===== src/rtl/eclk_vpa_seq_if.sv =====
// Bus-side handshake between the VPA sequencer and the current bus master.
// The master modport is the bus-master side; the slave modport is the sequencer.
interface eclk_vpa_seq_if;
    logic bus_granted;
    logic as_n;
    logic vpa_n;
    logic vma_n;
    logic vma_oe;
    logic vpa_term;

    modport master (
        output bus_granted, as_n, vpa_n,
        input  vma_n, vma_oe, vpa_term
    );

    modport slave (
        input  bus_granted, as_n, vpa_n,
        output vma_n, vma_oe, vpa_term
    );
endinterface


===== src/rtl/eclk_vpa_seq.sv =====
// 68000 E-clock generator/tracker plus the VPA/VMA sequencer that runs
// 6800-style peripheral cycles locked to the E period.
module eclk_vpa_seq #(
    parameter int E_LOW  = 6,
    parameter int E_HIGH = 4
) (
    input  logic                 M68K_CLK,
    input  logic                 M68K_RESET_n,
    input  logic                 e_drive,
    input  logic                 e_sense,
    eclk_vpa_seq_if.slave        bus,
    output logic                 e_out,
    output logic                 e_oe,
    output logic [3:0]           e_phase
);

    localparam logic [3:0] CNT_LAST = 4'(E_LOW + E_HIGH - 1);
    localparam logic [3:0] CNT_HIGH = 4'(E_LOW);
    localparam logic [3:0] CNT_SYNC = 4'(E_LOW + 2);
    localparam logic [3:0] CNT_VMA  = 4'(E_LOW - 3);
    localparam logic [3:0] CNT_TERM = 4'(E_LOW + E_HIGH - 2);

    localparam logic [1:0] IDLE      = 2'd0;
    localparam logic [1:0] WAIT_SYNC = 2'd1;
    localparam logic [1:0] VMA       = 2'd2;
    localparam logic [1:0] TERM      = 2'd3;

    logic [3:0] e_cnt;
    logic [3:0] cnt_next;
    logic [1:0] sync_q;
    logic       e_rise;
    logic [1:0] state;
    logic [1:0] state_next;
    logic       abort;

    // The rise is seen as it moves into the second stage; loading E_LOW+2 on
    // that edge makes up for the two clocks spent in the synchronizer.
    assign e_rise = sync_q[0] & ~sync_q[1];

    assign abort = bus.as_n | ~bus.bus_granted;

    assign e_oe       = e_drive;
    assign bus.vma_oe = bus.bus_granted;
    assign e_phase    = e_cnt;

    always_comb begin
        if (!e_drive && e_rise) begin
            cnt_next = CNT_SYNC;
        end else if (e_cnt == CNT_LAST) begin
            cnt_next = '0;
        end else begin
            cnt_next = e_cnt + 4'd1;
        end
    end

    // NOTE: every signal written here gets a value on every path (default
    // first), otherwise synthesis infers a latch to hold the old value.
    always_comb begin
        state_next = state;
        case (state)
            IDLE: begin
                if (bus.bus_granted && !bus.as_n && !bus.vpa_n) begin
                    state_next = WAIT_SYNC;
                end
            end
            WAIT_SYNC: begin
                if (abort) begin
                    state_next = IDLE;
                end else if (e_cnt == CNT_VMA) begin
                    state_next = VMA;
                end
            end
            VMA: begin
                if (abort) begin
                    state_next = IDLE;
                end else if (e_cnt == CNT_TERM) begin
                    state_next = TERM;
                end
            end
            TERM: begin
                if (bus.as_n) begin
                    state_next = IDLE;
                end
            end
            default: state_next = IDLE;
        endcase
    end

    // NOTE: sequential state uses non-blocking assignments so every register
    // samples the pre-edge values, independent of statement order.
    always_ff @(posedge M68K_CLK or negedge M68K_RESET_n) begin
        if (!M68K_RESET_n) begin
            e_cnt  <= '0;
            e_out  <= 1'b0;
            sync_q <= '0;
        end else begin
            e_cnt  <= cnt_next;
            e_out  <= (cnt_next >= CNT_HIGH);
            sync_q <= {sync_q[0], e_sense};
        end
    end

    // Outputs are registered from the next state so they change on the same
    // edge as the transition and never glitch.
    always_ff @(posedge M68K_CLK or negedge M68K_RESET_n) begin
        if (!M68K_RESET_n) begin
            state        <= IDLE;
            bus.vma_n    <= 1'b1;
            bus.vpa_term <= 1'b0;
        end else begin
            state        <= state_next;
            bus.vma_n    <= !((state_next == VMA) || (state_next == TERM));
            bus.vpa_term <= (state_next == TERM);
        end
    end

endmodule


===== src/flat_wrapper.sv =====
// flat-port wrapper written by rule: the top's interface ports become plain ports
module eclk_vpa_seq_flat 
#(
    parameter int E_LOW  = 6,
    parameter int E_HIGH = 4
)
  (M68K_CLK, M68K_RESET_n, e_drive, e_sense, e_out, e_oe, e_phase, bus_bus_granted, bus_as_n, bus_vpa_n, bus_vma_n, bus_vma_oe, bus_vpa_term);
  eclk_vpa_seq_if bus_i ();
  input  logic M68K_CLK;
  input  logic M68K_RESET_n;
  input  logic e_drive;
  input  logic e_sense;
  output logic e_out;
  output logic e_oe;
  output logic [3:0] e_phase;
  input wire logic [$bits(bus_i.bus_granted)-1:0] bus_bus_granted;
  input wire logic [$bits(bus_i.as_n)-1:0] bus_as_n;
  input wire logic [$bits(bus_i.vpa_n)-1:0] bus_vpa_n;
  output wire logic [$bits(bus_i.vma_n)-1:0] bus_vma_n;
  output wire logic [$bits(bus_i.vma_oe)-1:0] bus_vma_oe;
  output wire logic [$bits(bus_i.vpa_term)-1:0] bus_vpa_term;
  assign bus_i.bus_granted = bus_bus_granted;
  assign bus_i.as_n = bus_as_n;
  assign bus_i.vpa_n = bus_vpa_n;
  assign bus_vma_n = bus_i.vma_n;
  assign bus_vma_oe = bus_i.vma_oe;
  assign bus_vpa_term = bus_i.vpa_term;
  eclk_vpa_seq #(.E_LOW(E_LOW), .E_HIGH(E_HIGH)) u_core (.M68K_CLK(M68K_CLK), .M68K_RESET_n(M68K_RESET_n), .e_drive(e_drive), .e_sense(e_sense), .bus(bus_i), .e_out(e_out), .e_oe(e_oe), .e_phase(e_phase));
endmodule

===== config.mk =====
export PLATFORM = sky130hd
export DESIGN_NAME = eclk_vpa_seq_flat
export DESIGN_NICKNAME = d
export VERILOG_FILES = /design/src/rtl/eclk_vpa_seq_if.sv /design/src/rtl/eclk_vpa_seq.sv /design/src/flat_wrapper.sv
export SDC_FILE = /design/constraint.sdc
export NUM_CORES = 1
export LEC_CHECK = 0
export CAP_MARGIN = 30
export CORE_AREA = 2 2 39 41
export CTS_BUF_LIST = sky130_fd_sc_hd__clkbuf_2 sky130_fd_sc_hd__clkbuf_4 sky130_fd_sc_hd__clkbuf_8
export DETAILED_ROUTE_END_ITERATION = 10
export DIE_AREA = 0 0 41 43
export GPL_ROUTABILITY_DRIVEN = 1
export PLACE_DENSITY = 0.69
export SYNTH_ARGS = -nofsm -noshare
export SYNTH_HDL_FRONTEND = slang
export SYNTH_SLANG_ARGS = --single-unit

===== constraint.sdc =====
create_clock -name M68K_CLK -period 1.6 [get_ports M68K_CLK]
set_input_delay 0.32 -clock M68K_CLK [delete_from_list [all_inputs] [get_ports M68K_CLK]]
set_output_delay 0.32 -clock M68K_CLK [all_outputs]
set_load 0.02 [all_outputs]

Figure 1. Logic cells by family (run 1).
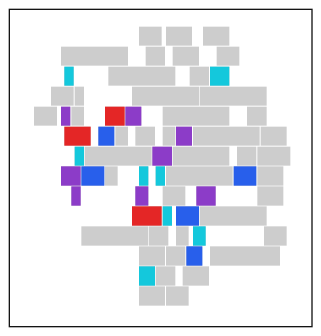
red -> non-inverting ao/oa cells  # cells 3
purple -> nand cells  # cells 8, most used nand3b_1
blue -> and/or cells  # cells 5, most used or2b_2
cyan -> nor cells  # cells 8, most used nor2_1

Figure 2. Routing congestion (run 1).
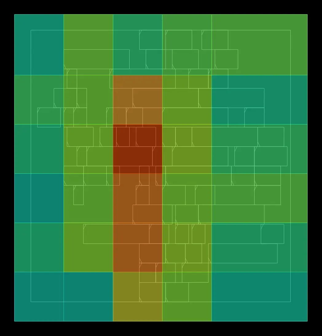
WL per Instance: 11.5 um
GR Util met3: 0.0314
layer with the highest usage: met2
GRT Util Overall: 0.144

Figure 3. Signal wires on met3 (run 1).
Bar = 10 um.
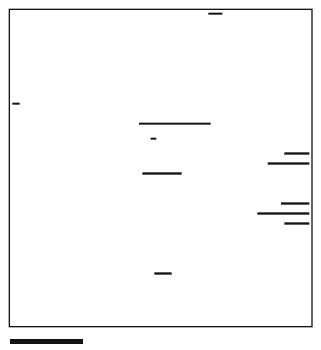
main direction = horizontal
share of all routed wire = 4.3%

==> impl_metrics.toml, run 1 <==
# yosys + openroad results
[final_timing]
finalCritPeriodShare = 0.955
hold_violations = 0
holdWs_ns = 0.367
relSlewSlack = 0.682
fmax_ghz = 0.654
finClkSkew_ns = 0.00810
rsz0062_at_grt = "false"
slew_violations = 0
setup_violations = 0
tightest_slew_ns = 0.476
min_period_ns = 1.53

[logic_synthesis]
avgSynthCellArea_sq_um = 11.0
synth-edff-count = 0
ys_sh_simple = 0.235
ys_sh_mux = 0
top_cells_by_area = "dfrtp_1, buf_4, dfstp_2, nand3b_1, o31ai_4"
top_area_cell = "dfrtp_1"
dominantRegCellSynth = "dfrtp_1"
ys_warn_count = 0
ys_top_logic_family = "simple AND/OR/NAND/NOR gates"
ys.flops = 11
yosysUniqueCellTypes = 24
common_cells = "dfrtp_1, nor2_1, buf_4"
yosys.cell_count.top_type = "dfrtp_1"
synthCells = 48
syn_area_sq_um = 527
xor_share = 0.0166
fp_nets = 55
ys_sh_adder = 0
yosysCellCount = 48
ys_seq_frac = 0.525
yosys_area_sq_um = 527
yosysTopAreaCellShare = 0.475
ys_async_sr_fraction = 1.00
ys_sh_aoi = 0.159

[detailed_routing]
drt_wl_total_um = 956
wl_met3_um = 41
drtIter0Drc = 5
postRouteAntennaNets = 0
vias = 438
drc = 0
vias_per_cell = 5.28
met1_length_um = 439
dr.pass1.iters = 5
highest_layer = "met4"
wl_met2_um = 442

[place]
gp_congestion = 0.703
place_hpwl_um = 680
io_buffers = 15

[setup_path]
slowest_delay_ns = 0.60
crit_chain = "clkdlybuf4s50_1"
worstSetupPathDepth = 1
worst_setup_path_end_kind = "output pin"
regToRegStartpoint = "u_core.e_phase[1]"
startpoint_type = "register"
crit_type = "reg2out"
required_ns = 1.28
cp.arrival_ns = 1.21
crit_fanout = 2
cp-startpoint = "u_core.e_phase[1]"
cp_top_family = "buffers and inverters"
crit_end = "e_phase[1]"
rr_worst_depth = 4
crit_buf_inv = 1
slowest_stage = "clkdlybuf4s50_1"
timing.rr.end = "u_core.state[0]"
reg2reg_slack_ns = 0.27

[cts]
cts_resized = 5
clockBufferDepth = 2
cts_tree = "built"
cts_buffers = 3
clockRootBuffer = "clkbuf_4"
post_cts_buffers = 0
clock_sinks = 11
holdBufCountCts = 0
clkSlewWorstSetupHoldPaths_ns = 0.07
h-tree-depth = 1
clk_latency_ns = 0.27

[die]
fp_util = 0.381
die_x_um = 41
die-area_sq_um = 1760
core-area_sq_um = 1380
io_pins = 16
std_cell_rows = 14
dieHeight_um = 43

[worst_hold_path]
holdCritPathClass = "in2async"

[global_routing]
grt_pass1_vias = 397
gr-total-overflow = 0
grt.met1_usage = 0.184
antenna_found_initial = 0
use_met2 = 0.197
grt_max_degree = 12
grt_pass1_wl_mm = 1.67

[final_layout]
nets = 75
final_util = 0.523
drive_gt1_frac = 0.194
fill_cells = 125
area_delta_synth_final_pct = 37.3
diodes = 0

[run]
warnings = 26
maxCapViolations = 0

[outcome]
status = "completed"

[power]
leakagePower_nw = 0.322
p_total_w = 0.00103
power_density_nw_per_um2 = 1420
ir_drop_mv = 0.659
==> run 1: layout make-up <==
class | instances | area [sq um] | area share
timing repair buffer | 19 | 176 | 0.244
sequential | 11 | 277 | 0.382
clock buffer | 4 | 30.0 | 0.0415
multi-input combinational | 32 | 216 | 0.299
inverter | 1 | 3.75 | 0.00519
tap | 16 | 20.0 | 0.0277
==> run 1: sequential cells by signal, indices dropped and copies added (netlist names) <==
register             cells
u_core.state             2
u_core.sync_q            2
u_core.e_out             1
u_core.bus.vma_n         1
u_core.e_phase           4
u_core.bus.vpa_term      1
==> run 1: cells in the final DEF (no fill, tap or decap), drive strengths merged <==
master / instances
a21o: 1
a21oi: 2
a221o: 1
a311o: 1
a41oi: 1
and3: 1
buf: 4
clkbuf: 4
clkdlybuf4s50: 9
dfrtp: 10
dfstp: 1
dlygate4sd2: 5
dlymetal6s2s: 1
inv: 1
nand2: 2
nand2b: 2
nand3: 1
nand3b: 3
nor2: 5
nor3: 1
nor3b: 1
nor4: 1
o21ai: 3
o31ai: 1
or2b: 2
or3: 1
or3b: 1
xnor2: 1
==> run 1: power breakdown <==
group / switching, W / leakage (nW) / total (W) / internal, W
Sequential: 0.0000538 / 0.136 / 0.000390 / 0.000336
Clock: 0.0000943 / 0.0184 / 0.000208 / 0.000114
Combinational: 0.000222 / 0.168 / 0.000429 / 0.000207
Total: 0.000370 / 0.322 / 0.00103 / 0.000657
==> run 1: through the flow <==
step / cells / setup WS [ns] / instance area [sq um] / setup TNS (ns)
floorplan: 48 / 0.325 / 527 / 0
global placement: 79 / -0.113 / 697 / -0.299
detailed placement: 79 / -0.120 / 697 / -0.330
CTS: 83 / 0.0327 / 721 / 0
global route: 83 / 0.0267 / 723 / 0
finish: 83 / 0.0719 / 723 / 0
==> run 2: changes to the inputs <==
--- a/config.mk
+++ b/config.mk
@@ -10,7 +10,7 @@
 export CTS_BUF_LIST = sky130_fd_sc_hd__clkbuf_2 sky130_fd_sc_hd__clkbuf_4 sky130_fd_sc_hd__clkbuf_8
 export DETAILED_ROUTE_END_ITERATION = 10
 export DIE_AREA = 0 0 41 43
-export GPL_ROUTABILITY_DRIVEN = 1
+export GPL_ROUTABILITY_DRIVEN = 0
 export PLACE_DENSITY = 0.69
 export SYNTH_ARGS = -nofsm -noshare
 export SYNTH_HDL_FRONTEND = slang
Figure 4. Signal wires on met3 (run 2).
Bar = 10 um.
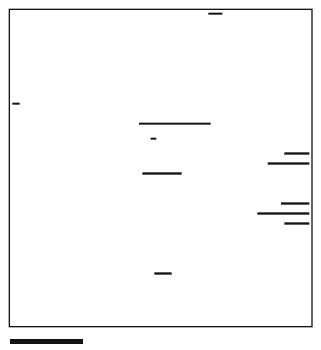
main direction = horizontal
longest straight run = 9.40 um
nets with wire on the layer = 9
wire length on this layer = 41.1 um

Figure 5. Logic cells by family (run 2).
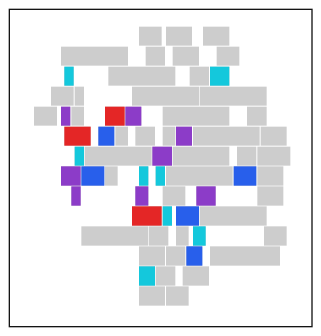
red -> non-inverting ao/oa cells  # cells 3
purple -> nand cells  # cells 8, most used nand3b_1
blue -> and/or cells  # cells 5, most used or2b_2
cyan -> nor cells  # cells 8, most used nor2_1

==> impl_metrics.toml, run 2 <==
# yosys + openroad results
[global_routing]
grt_max_degree = 12
gr-total-overflow = 0
grt_usage = 0.144
grt_pass1_wl_mm = 1.67

[cts]
clkSlewWorstSetupHoldPaths_ns = 0.07
post_cts_buffers = 0
clk_latency_ns = 0.27
h-tree-depth = 1

[logic_synthesis]
ys.flops = 11
yosysTopAreaCellShare = 0.475
ys_warn_count = 0
synthCells = 48
yosysUniqueCellTypes = 24
dominantRegCellSynth = "dfrtp_1"
yosys_area_sq_um = 527
yosysCellCount = 48
ys_seq_frac = 0.525
yosys.cell_count.top_type = "dfrtp_1"
common_cells = "dfrtp_1, nor2_1, buf_4"
synth-edff-count = 0
fp_nets = 55
syn_area_sq_um = 527
top_area_cell = "dfrtp_1"

[run]
maxCapViolations = 0

[final_layout]
fill_cells = 125
final_cell_mix = "dfrtp_1, clkdlybuf4s50_1, nor2_1, dlygate4sd2_1"
area_delta_synth_final_pct = 37.3
lay_top_count = "dfrtp_1"
final_util = 0.523
drive_gt1_frac = 0.194
diodes = 0
largest_reg_flops = 4

[power]
p_switching_w = 0.000370
ir_drop_mv = 0.659
p_total_w = 0.00103
p_int_w = 0.000657
power_frac_seq = 0.380
swShare = 0.360
leakagePower_nw = 0.322
p_clk_frac = 0.202

[place]
place_hpwl_um = 680
io_buffers = 15

[final_timing]
slew_violations = 0
finalCritPeriodShare = 0.955
hold_violations = 0
tightest_slew_ns = 0.476
holdWs_ns = 0.367
fmax_ghz = 0.654
min_period_ns = 1.53
setup_violations = 0
tns_ns = 0
rsz0062_at_grt = "false"

[setup_path]
cp_top_family = "buffers and inverters"
crit_type = "reg2out"
slowest_stage = "clkdlybuf4s50_1"
slowest_delay_ns = 0.60
cp.arrival_ns = 1.21
startpoint_type = "register"
crit_buf_inv = 1
worst_setup_path_end_kind = "output pin"
crit_fanout = 2
crit_chain = "clkdlybuf4s50_1"
required_ns = 1.28

[die]
dieHeight_um = 43
std_cell_rows = 14
core-area_sq_um = 1380
die_x_um = 41

[detailed_routing]
drt_wl_total_um = 956
drc = 0
wl_per_cell_um = 11.5
vias = 438
dr.pass1.iters = 5
postRouteAntennaNets = 0
drtIter0Drc = 5

[outcome]
status = "completed"

[worst_hold_path]
holdCritPathClass = "in2async"
-- run 2: cell counts after synthesis --
No cell type changed its count.
-- run 2: logic make-up after synthesis --
family          synth area share
compound gates             0.159
xor+xnor                  0.0166
buf+inv                   0.0641
flops                      0.525
simple gates               0.235
-- run 2: worst paths after layout --
check / from / end / slack (ns) / cells past startpoint
min in group M68K_CLK: u_core.sync_q[0] / u_core.sync_q[1] / 0.37 / 0
worst min-delay path: M68K_RESET_n / u_core.state[0] / 0.37 / 1
worst min register to register: u_core.sync_q[0] / u_core.sync_q[1] / 0.37 / 0
worst max-delay path: u_core.e_phase[1] / e_phase[1] / 0.07 / 1
max in group asynchronous: M68K_RESET_n / u_core.bus.vma_n / 0.89 / 1
worst max register to register: u_core.e_phase[1] / u_core.state[0] / 0.27 / 4
-- run 2: power groups by stage --
stage	combinational, W	sequential [W]	clock [W]
finish	0.000429	0.000390	0.000208
global route	0.000470	0.000403	0.000224
CTS	0.000433	0.000391	0.000214
detailed placement	0.000451	0.000397	0
global placement	0.000446	0.000394	0
floorplan	0.000219	0.000456	0
-- run 2: metrics by stage --
| step | instances | instance area, sq um |
|---|---|---|
| 2_1_floorplan | 48 | 527 |
| 3_3_place_gp | 79 | 697 |
| 5_1_grt | 83 | 723 |
| 3_5_place_dp | 79 | 697 |
| 6_report | 83 | 723 |
| 4_1_cts | 83 | 721 |
-- run 2: final cells by class --
type,count,area [sq um],share of cell area
Sequential cell,11,277,0.382
Clock buffer,4,30.0,0.0415
Multi-Input combinational cell,32,216,0.299
Inverter,1,3.75,0.00519
Timing Repair Buffer,19,176,0.244
Tap cell,16,20.0,0.0277
-- run 2: metal layers --
metal  track usage  vias up  part of all wire
met2         0.197       12              0.46
li1              -      208                 -
met3        0.0314        4             0.043
met4         0.120        0             0.035
met5             0        -                 0
met1         0.184      214              0.46
Power and IR drop assume default switching activity.
